--- config.mk ---
export PLATFORM = sky130hd
export DESIGN_NAME = oam_dma_sink
export DESIGN_NICKNAME = d
export VERILOG_FILES = /design/src/rtl/oam_dma_sink.sv
export SDC_FILE = /design/constraint.sdc
export NUM_CORES = 1
export LEC_CHECK = 0
export CELL_PAD_IN_SITES_DETAIL_PLACEMENT = 0
export CELL_PAD_IN_SITES_GLOBAL_PLACEMENT = 2
export CORE_MARGIN = 10
export CORE_UTILIZATION = 24
export DETAILED_ROUTE_END_ITERATION = 6
export PLACE_DENSITY = 0.94
export SLEW_MARGIN = 20
export SYNTH_ARGS = -nofsm -noshare
export SYNTH_HDL_FRONTEND = slang
export SYNTH_SLANG_ARGS = --single-unit
export TNS_END_PERCENT = 30
--- constraint.sdc ---
create_clock -name clk -period 4 [get_ports clk]
set_input_delay 0.8 -clock clk [delete_from_list [all_inputs] [get_ports clk]]
set_output_delay 0.8 -clock clk [all_outputs]
set_load 0.01 [all_outputs]
--- src/rtl/oam_dma_sink.sv ---
// oam_dma_sink: OAM-side receiver for the OAM DMA transfer.
// Each DMA byte is registered with its low address byte and written to the
// 16-bit OAM array one clock later through a byte-lane write strobe. CPU
// accesses are arbitrated against DMA and PPU activity. The block also
// tracks how far the transfer has progressed and flags address errors.
//
// Ports:
//   clk, nreset                 clock, asynchronous active-low reset
//   dma_run, dma_strobe         transfer active level, per-byte valid pulse
//   dma_a_lo, dma_d             OAM byte index and data from the DMA engine
//   cpu_sel, cpu_a, cpu_wd      CPU decode hit, byte index, write data
//   cpu_wr, cpu_rd              CPU write pulse, read level
//   ppu_busy                    PPU currently owns OAM
//   oam_rd                      OAM read word (lo lane = even byte)
//   oam_a, oam_wd               OAM word address, write byte
//   oam_we_lo, oam_we_hi        even / odd byte-lane write strobes
//   cpu_rd_d, cpu_rd_oe         CPU read data and bus drive enable
//   dma_done, dma_err           completion pulse, sticky sequence error
module oam_dma_sink #(
  parameter int unsigned OAM_BYTES = 160,
  parameter int unsigned ADDR_W    = 8
) (
  input  logic              clk,
  input  logic              nreset,
  input  logic              dma_run,
  input  logic              dma_strobe,
  input  logic [ADDR_W-1:0] dma_a_lo,
  input  logic [7:0]        dma_d,
  input  logic              cpu_sel,
  input  logic [ADDR_W-1:0] cpu_a,
  input  logic [7:0]        cpu_wd,
  input  logic              cpu_wr,
  input  logic              cpu_rd,
  input  logic              ppu_busy,
  input  logic [15:0]       oam_rd,
  output logic [ADDR_W-2:0] oam_a,
  output logic [7:0]        oam_wd,
  output logic              oam_we_lo,
  output logic              oam_we_hi,
  output logic [7:0]        cpu_rd_d,
  output logic              cpu_rd_oe,
  output logic              dma_done,
  output logic              dma_err
);

  localparam logic [ADDR_W-1:0] LIMIT = ADDR_W'(OAM_BYTES);
  localparam logic [ADDR_W-1:0] LAST  = ADDR_W'(OAM_BYTES - 1);

  logic              run_q,  run_d;
  logic              pend_q, pend_d;
  logic [ADDR_W-1:0] addr_q, addr_d;
  logic [7:0]        data_q, data_d;
  logic [ADDR_W-1:0] exp_q,  exp_d;
  logic              err_q,  err_d;
  logic              done_q, done_d;

  logic              rise;
  logic [ADDR_W-1:0] exp_base;
  logic              err_base;
  logic              cpu_allow;
  logic              cpu_in_range;
  logic              cpu_wr_ok;

  // State registers; reset drops any pending byte without writing it.
  always_ff @(posedge clk or negedge nreset) begin
    if (!nreset) begin
      run_q  <= 1'b0;
      pend_q <= 1'b0;
      addr_q <= '0;
      data_q <= '0;
      exp_q  <= '0;
      err_q  <= 1'b0;
      done_q <= 1'b0;
    end else begin
      run_q  <= run_d;
      pend_q <= pend_d;
      addr_q <= addr_d;
      data_q <= data_d;
      exp_q  <= exp_d;
      err_q  <= err_d;
      done_q <= done_d;
    end
  end

  // DMA capture stage, sequence check and completion detect.
  always_comb begin
    rise     = dma_run & ~run_q;
    // A new transfer restarts the sequence check in its very first cycle.
    exp_base = rise ? '0 : exp_q;
    err_base = rise ? 1'b0 : err_q;

    run_d  = dma_run;
    pend_d = 1'b0;
    addr_d = addr_q;
    data_d = data_q;
    exp_d  = exp_base;
    err_d  = err_base;
    done_d = pend_q && (addr_q == LAST);

    if (dma_strobe && dma_run) begin
      if (dma_a_lo >= LIMIT) begin
        err_d = 1'b1;
      end else begin
        pend_d = 1'b1;
        addr_d = dma_a_lo;
        data_d = dma_d;
        if (dma_a_lo != exp_base) begin
          err_d = 1'b1;
        end
        // Resync on mismatch; after the last byte this lands on LIMIT.
        exp_d = dma_a_lo + ADDR_W'(1);
      end
    end
  end

  // OAM port mux: a committing DMA byte always beats the CPU.
  always_comb begin
    cpu_allow    = ~dma_run & ~ppu_busy & ~pend_q;
    cpu_in_range = cpu_a < LIMIT;
    cpu_wr_ok    = nreset & cpu_sel & cpu_wr & cpu_allow & cpu_in_range;

    oam_a     = '0;
    oam_wd    = 8'h00;
    oam_we_lo = 1'b0;
    oam_we_hi = 1'b0;

    if (pend_q) begin
      oam_a     = addr_q[ADDR_W-1:1];
      oam_wd    = data_q;
      oam_we_lo = ~addr_q[0];
      oam_we_hi = addr_q[0];
    end else if (nreset) begin
      // Idle: keep the address stable for the PPU-side mux outside.
      oam_a = cpu_a[ADDR_W-1:1];
      if (cpu_wr_ok) begin
        oam_wd    = cpu_wd;
        oam_we_lo = ~cpu_a[0];
        oam_we_hi = cpu_a[0];
      end
    end
  end

  // CPU read path: open-bus 0xFF whenever OAM is not available.
  always_comb begin
    cpu_rd_oe = nreset & cpu_sel & cpu_rd;
    cpu_rd_d  = 8'h00;
    if (cpu_rd_oe) begin
      if (cpu_allow && cpu_in_range) begin
        cpu_rd_d = cpu_a[0] ? oam_rd[15:8] : oam_rd[7:0];
      end else begin
        cpu_rd_d = 8'hFF;
      end
    end
  end

  assign dma_done = done_q;
  assign dma_err  = err_q;

endmodule
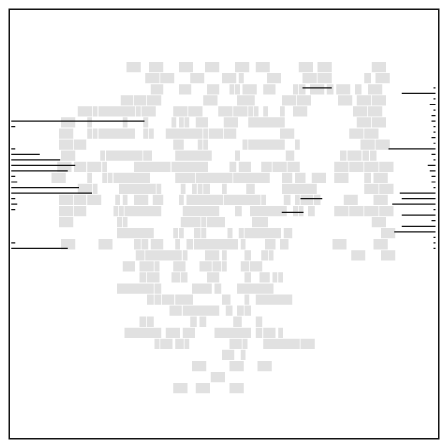
*Signal wires on met3*
Cells faint in the background.
main direction = horizontal
longest straight run = 32.4 um
nets with wire on the layer = 49
share of all routed wire = 4.0%
wire length on this layer = 236 um

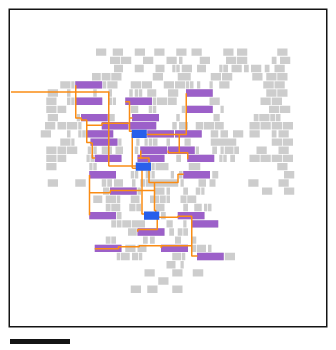
*Clock wires, drivers and flops*
Scale bar: 20 um.
clock wires -> orange  # length 355 um
flip-flops -> purple  # count 28
cells driving clock nets -> blue  # count 3
routed clock nets = 4

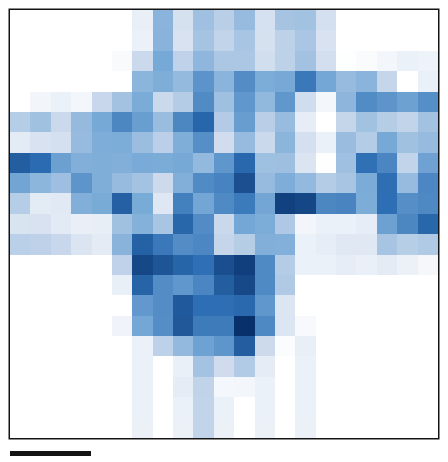
*Signal metal coverage by tile*
Scale bar: 20 um. The die is cut into 21 by 21 equal tiles; white is low, dark blue is high, scaled to the fullest tile. Values are wire area over tile area, all layers added.
tiles over half the peak = 21%
densest ninth of the die = center
fullest tile = 0.31

==> summary.txt <==
Reports from this run.

- The proportion of synthesized flip-flops having asynchronous set or reset reads 1.00.
- The count of placed standard cells in the final layout, fillers left out is 381.
- According to the floorplan report, the die height is 105 um.
- The worst reg2reg path startpoint is run_q.
- The total power draw reads 0.000795 W.
- The cell-mix breakdown from Yosys lists the compound-gate area share as 0.191.
- The transition time at the pin with the least slew margin is 0.636 ns.
- The share of synthesized cell area in and, or, nand and nor gates reads 0.244.
- The register fraction of the total cell area reads 0.256.
- The met3 wire length reads 236 um.
- Data on the critical path is required at its endpoint by 3.20 ns.
- The run finished with clean final reports.
- The family with the most delay on the worst path reads buffers and inverters.
- The register area share after synthesis is 0.403.
- The largest registers in the layout are addr_q (8), data_q (8), exp_q (8).
- The part of the power in the clock network reads 0.280.
- After the last flow step, the layout net total stands at 344.
- In the detailed route, the total length drawn on met2 is 2810 um.
- The start point of the worst hold path is addr_q[5].
- The initial antenna violation count was 0.
- The timing report gives the biggest stage delay along the critical path as 0.59 ns.
- The final sum of negative setup slack is 0 ns.
- The TritonCTS clock tree reads yes.
- The total routed wire length on the met1 layer reads 2820 um.
- Max-slew check failures listed in the final report amount to 0.
- The number of cells reported by Yosys stat comes to 204.
- The clock buffer count from CTS is 3.
- The residual DRC count reads 0.
- The placed cell count reads 377.
- Per the timing report, the achievable frequency comes out to 272 MHz.
- The cell count after synthesis is 204.
- The global-route usage over all layers reads 0.105.
- After detailed routing, the number of vias per cell comes to 4.58.
- The clock period could shrink to 3.68 ns.
- The fraction of the mapped netlist area in adder cells is 0.0144.
- The number of well-tap cells placed reads 96.
- The endpoint of the worst setup timing path reads oam_a[6].
- The power attributed to combinational cells reads 0.000221 W.
- Of the total power, combinational logic draws 0.278.
- The sum of overflow across all layers after global routing reads 0.
- The most common logic cells in the final layout are clkdlybuf4s50_1 (83), nand2_1 (50), dfrtp_1 (28).
- Sorting the synthesized cells by how often they occur yields nand2_1 (50), dfrtp_1 (28), a22o_1 (13).
- The kind of end point of the critical path is a primary output.
- The number of gates resized after CTS was 0.
- The end point of the most critical hold path is dma_done.
- After clock tree synthesis, the setup repair step added 0 buffers.
- The number of buffers outside the clock class in the layout is 89.
- The global-route track usage on met3 is 0.0252.
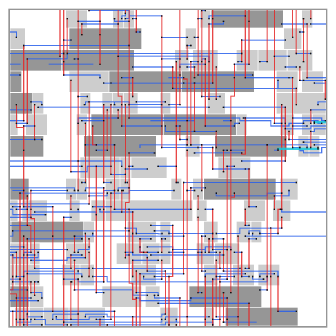
*A small window of the routed layout*
Region (33, 33) to (73, 73) um. Cells in gray, sequential cells in the stronger gray; small squares are vias.
met1 -> blue
met2 -> red
met3 -> cyan
most frequent = nand2_1 (19), dfrtp_1 (14), nor2_1 (8)
cells with their middle in the window = 97
netlist names of flops here include = addr_q (6), exp_q (3), data_q (2)
sequential cells in the window = 14

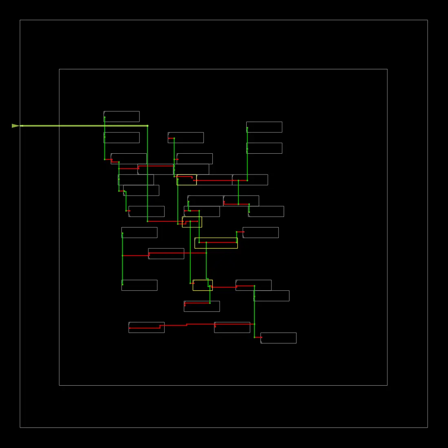
*The clock network*
insertion delay at the late pin of the worst-skew pair: 0.28 ns
P_clk: 0.000223 W
flop count: 28
final worst clock skew: 0.00864 ns

Power figures rest on the tool's default switching activity, not on a simulated workload.
